File: src/rtl/i2c_slave_write_bit.sv
// i2c_slave_write_bit
// Single-bit transmitter for the I2C slave datapath. Places one bit on SDA
// while SCL is low, holds it through SCL high, and releases it HOLD_CYCLES
// clk cycles after the SCL falling edge is detected. SDA is open-drain:
// sda_o = 1 means release.
//
// Parameters:
//   HOLD_CYCLES      clk cycles SDA stays driven after SCL fall (1..15)
// Ports:
//   clk, rst_n       system clock, asynchronous active-low reset
//   bit_write_en     one-cycle start pulse, bit_write_i latched with it
//   bit_write_i      bit to transmit
//   bit_write_finish one-cycle pulse when the bit cycle completes
//   bit_write_err    one-cycle pulse with finish when the bit was lost
//   scl_i            synchronised SCL
//   sda_i            SDA readback
//   sda_o            SDA drive (0 pulls low, 1 releases)
// Build option:
//   I2C_SLAVE_WRITE_BIT_READBACK_EN  compiles in the SCL-high readback check;
//   when undefined sda_i is unused and bit_write_err is always 0.

module i2c_slave_write_bit #(
    parameter int HOLD_CYCLES = 2
) (
    input  logic clk,
    input  logic rst_n,
    input  logic bit_write_en,
    input  logic bit_write_i,
    output logic bit_write_finish,
    output logic bit_write_err,
    input  logic scl_i,
    input  logic sda_i,
    output logic sda_o
);

    typedef enum logic [2:0] {IDLE, WAIT_LOW, DRIVE, HIGH, HOLD} state_t;

    localparam logic [3:0] HOLD_LOAD = 4'(HOLD_CYCLES - 1);

    state_t     state, state_nx;
    logic       scl_last;
    logic       data_r, data_nx;
    logic [3:0] cnt, cnt_nx;
    logic       fin_nx, err_nx, sda_nx;
    logic       rise, fall, loss;

    assign rise = !scl_last && scl_i;
    assign fall = scl_last && !scl_i;

`ifdef I2C_SLAVE_WRITE_BIT_READBACK_EN
    // While SCL is high the bus must read back what we put on it; a
    // mismatch means another device pulled SDA low while we released it.
    assign loss = scl_i && (sda_i != data_r);
`else
    logic unused_sda;
    assign unused_sda = sda_i;
    assign loss       = 1'b0;
`endif

    always_comb begin
        state_nx = state;
        data_nx  = data_r;
        cnt_nx   = cnt;
        fin_nx   = 1'b0;
        err_nx   = 1'b0;
        case (state)
            IDLE: begin
                if (bit_write_en) begin
                    data_nx  = bit_write_i;
                    state_nx = scl_i ? WAIT_LOW : DRIVE;
                end
            end
            WAIT_LOW: begin
                if (fall) state_nx = DRIVE;
            end
            DRIVE: begin
                if (rise) state_nx = HIGH;
            end
            HIGH: begin
                if (loss) begin
                    state_nx = IDLE;
                    fin_nx   = 1'b1;
                    err_nx   = 1'b1;
                end else if (fall) begin
                    cnt_nx   = HOLD_LOAD;
                    state_nx = HOLD;
                end
            end
            HOLD: begin
                if (cnt == 4'd0) begin
                    state_nx = IDLE;
                    fin_nx   = 1'b1;
                end else begin
                    cnt_nx = cnt - 4'd1;
                end
            end
            default: state_nx = IDLE;
        endcase

        // Drive follows the current state, but release together with the
        // finish/err pulse so SDA is free the moment the controller sees it.
        sda_nx = 1'b1;
        if ((state == DRIVE || state == HIGH || state == HOLD) && state_nx != IDLE)
            sda_nx = data_r;
    end

    always_ff @(posedge clk or negedge rst_n) begin
        if (!rst_n) begin
            state            <= IDLE;
            scl_last         <= 1'b1;
            data_r           <= 1'b1;
            cnt              <= 4'd0;
            sda_o            <= 1'b1;
            bit_write_finish <= 1'b0;
            bit_write_err    <= 1'b0;
        end else begin
            state            <= state_nx;
            scl_last         <= scl_i;
            data_r           <= data_nx;
            cnt              <= cnt_nx;
            sda_o            <= sda_nx;
            bit_write_finish <= fin_nx;
            bit_write_err    <= err_nx;
        end
    end

endmodule

File: config.mk
export PLATFORM = sky130hd
export DESIGN_NAME = i2c_slave_write_bit
export DESIGN_NICKNAME = d
export VERILOG_FILES = /design/src/rtl/i2c_slave_write_bit.sv
export SDC_FILE = /design/constraint.sdc
export NUM_CORES = 1
export LEC_CHECK = 0
export CORE_AREA = 5 5 42 44
export CTS_CLUSTER_SIZE = 20
export DETAILED_ROUTE_END_ITERATION = 10
export DIE_AREA = 0 0 47 49
export HOLD_SLACK_MARGIN = 0.12
export PLACE_DENSITY = 0.73
export RECOVER_POWER = 25
export SETUP_SLACK_MARGIN = 0.15
export SLEW_MARGIN = 20
export SYNTH_ARGS = -nofsm -noshare
export SYNTH_HDL_FRONTEND = slang
export SYNTH_SLANG_ARGS = --single-unit
File: constraint.sdc
create_clock -name clk -period 2.2 [get_ports clk]
set_input_delay 0.55 -clock clk [delete_from_list [all_inputs] [get_ports clk]]
set_output_delay 0.55 -clock clk [all_outputs]
set_load 0.05 [all_outputs]
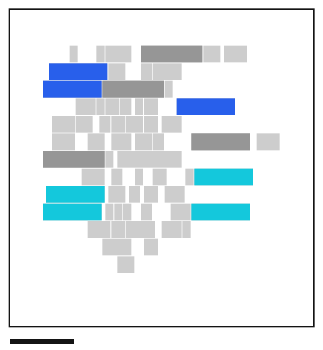
**Above:** run 1 (register map, names as in the netlist).
Bar = 10 um. Other sequential cells in the stronger grey, the rest of the logic in the fainter grey.
cyan -> `cnt`  # sequential cells 4
blue -> `state`  # sequential cells 3
not coloured = 4
Seq area share: 0.411
Util after Layout: 0.484
Sequential Area: 279 um2
Seq. pwr: 385 uW

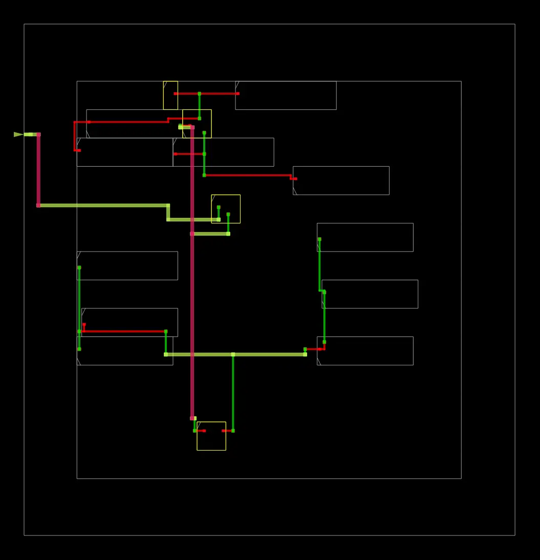
**Above:** run 1 (clock routing).
CTS buffer count: 3
clock sink count: 11
clk_skew: 0.00471 ns

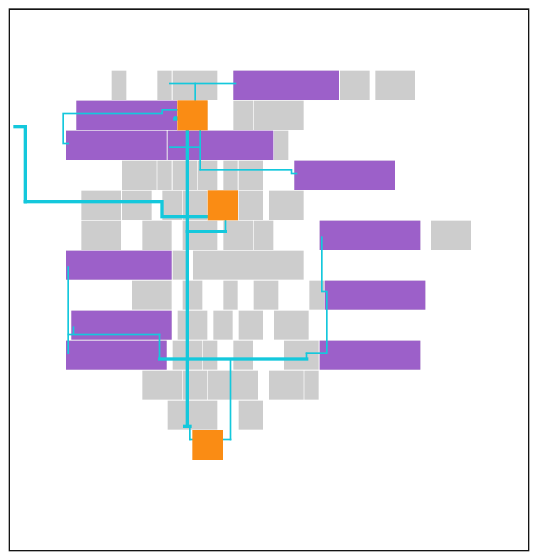
**Above:** run 1 (clock network drawn from the DEF).
purple -> flip-flops  # count 11
cyan -> clock wires  # length 159 um
orange -> clock drivers  # count 3
routed clock nets = 4
Latency at later pin: 0.27 ns
P_clk: 141 uW
Clock power frac: 0.155

==> results.py, run 1 <==
# Synthesis and PnR figures
metrics = {
    "timing": {
        "timing.hold.ws_ns": 0.539,
    },
    "setup_path": {
        "path_buffers": 1,
        "end_kind": "output port",
        "crit_slowest_cell": "clkdlybuf4s50_1",
        "cp.arrival_ns": 1.39,
        "cp.required_ns": 1.65,
        "worst-path-max-fanout": 1,
        "path_class": "flop to output port",
        "startpoint_type": "flop",
    },
    "floorplanning": {
        "io_pins": 9,
        "initial_core_util": 0.429,
        "num_rows": 14,
        "chipArea_mm2": 0.00230,
    },
    "global_route": {
        "grt_pass1_vias": 377,
        "grt.overflow.total": 0,
        "grt_pass1_wl_mm": 1.71,
        "grt_max_degree": 12,
    },
    "worst_hold_path": {
        "hp-start": "cnt[3]$_DFFE_PN0P_",
        "min_path_cells": 2,
    },
    "synthesis": {
        "syn-num-nets": 64,
        "topCellsByArea": "dfrtp_1, dfstp_2, a32oi_4, ha_1, nor2_1",
        "synth-adder-area-share": 0.0417,
        "ys_sh_mux": 0.0188,
        "ys_async_sr_fraction": 1.00,
        "yosysWarnings": 0,
        "ys.flops": 11,
        "ys_chip_area_um2": 601,
        "syn_area_um2": 601,
    },
    "final_layout": {
        "lay_top_count": "dfrtp_1",
        "lay_top_cells": "dfrtp_1, nor2_1, inv_1",
        "top_register": "cnt",
        "reg.largest.list": "cnt: 4 flops, state: 3 flops",
        "area_growth_pct": 12.9,
        "comb_share": 0.413,
    },
    "place": {
        "placed_cells": 75,
    },
    "clock_tree": {
        "clockBufferDepth": 2,
        "cts_hold_buf": 0,
    },
    "drt": {
        "met2_length_um": 451,
        "drc_errors": 0,
        "viasPerCell": 5.46,
    },
    "run_status": {
        "outcome": "complete, no violations",
    },
    "power": {
        "p_per_area_mw_per_mm2": 1350,
        "power.switching_uw": 385,
    },
    "flow_run": {
        "drv_cap": 0,
    },
}
==> run 1 -> run 2 <==
GPL_ROUTABILITY_DRIVEN = 0   (was default)
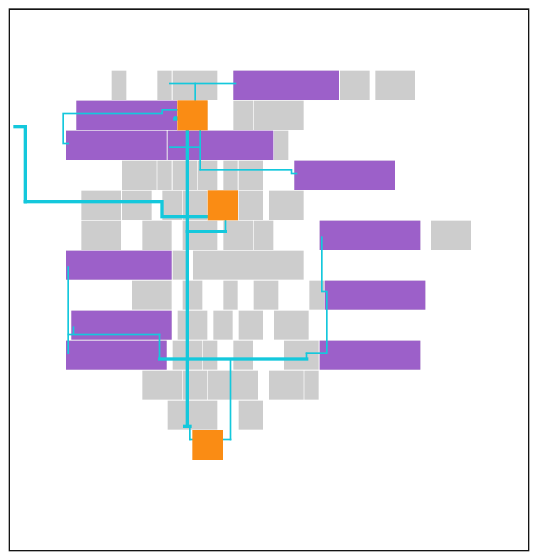
**Above:** run 2 (clock network drawn from the DEF).

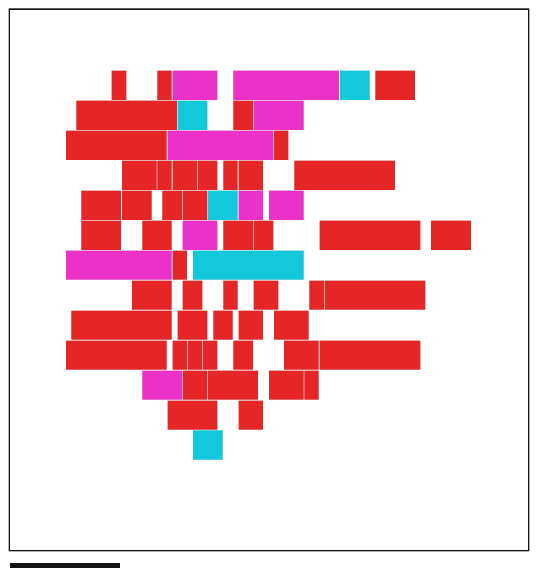
**Above:** run 2 (cells by drive strength).
Bar = 10 um.
red -> _0 and _1 cells  # cells 49
magenta -> _2 cells  # cells 9
cyan -> _3 and _4 cells  # cells 5
Non-Clock Buffer Count: 6
final worst setup slack: 0.264 ns
Layout area overhead: 12.9%
final instance area: 678 um2

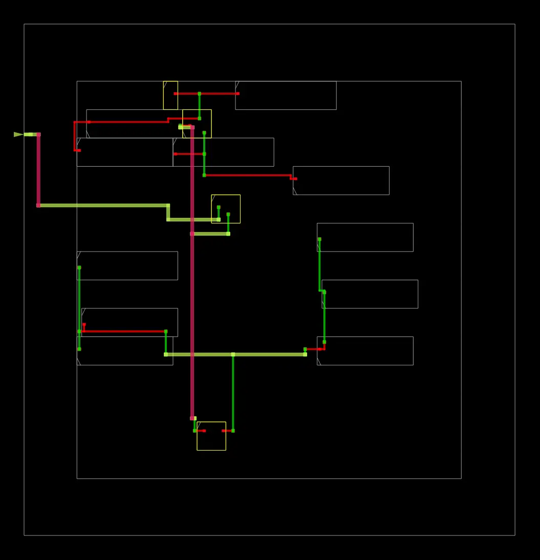
**Above:** run 2 (clock routing).
clock buffers: 4
seq_cells: 11

==> run 2 against run 1 <==
Die area unchanged; power unchanged; combinational power about the same; final area unchanged; via count is the same; clock power barely moved; maximum frequency unchanged; largest cell class unchanged.
==> results.py, run 2 <==
# Synthesis and PnR figures
metrics = {
    "worst_hold_path": {
        "min_path_cells": 2,
    },
    "synthesis": {
        "topCellsByArea": "dfrtp_1, dfstp_2, a32oi_4, ha_1, nor2_1",
        "ys_sh_mux": 0.0188,
        "syn_area_um2": 601,
    },
    "final_layout": {
        "top_register": "cnt",
        "comb_share": 0.413,
        "lay_top_count": "dfrtp_1",
        "lay_top_cells": "dfrtp_1, nor2_1, inv_1",
    },
    "clock_tree": {
        "cts_hold_buf": 0,
        "clock-sinks": 11,
        "clockBufferDepth": 2,
    },
    "power": {
        "p_per_area_mw_per_mm2": 1350,
        "power.switching_uw": 385,
        "p_seq_uw": 385,
    },
    "floorplanning": {
        "initial_core_util": 0.429,
        "io_pins": 9,
        "num_rows": 14,
    },
    "setup_path": {
        "startpoint_type": "flop",
        "worst-path-max-fanout": 1,
        "cp.required_ns": 1.65,
    },
    "global_route": {
        "grt_pass1_wl_mm": 1.71,
    },
    "run_status": {
        "outcome": "complete, no violations",
    },
    "drt": {
        "met2_length_um": 451,
    },
}
Power is estimated from default activity; no workload was simulated.
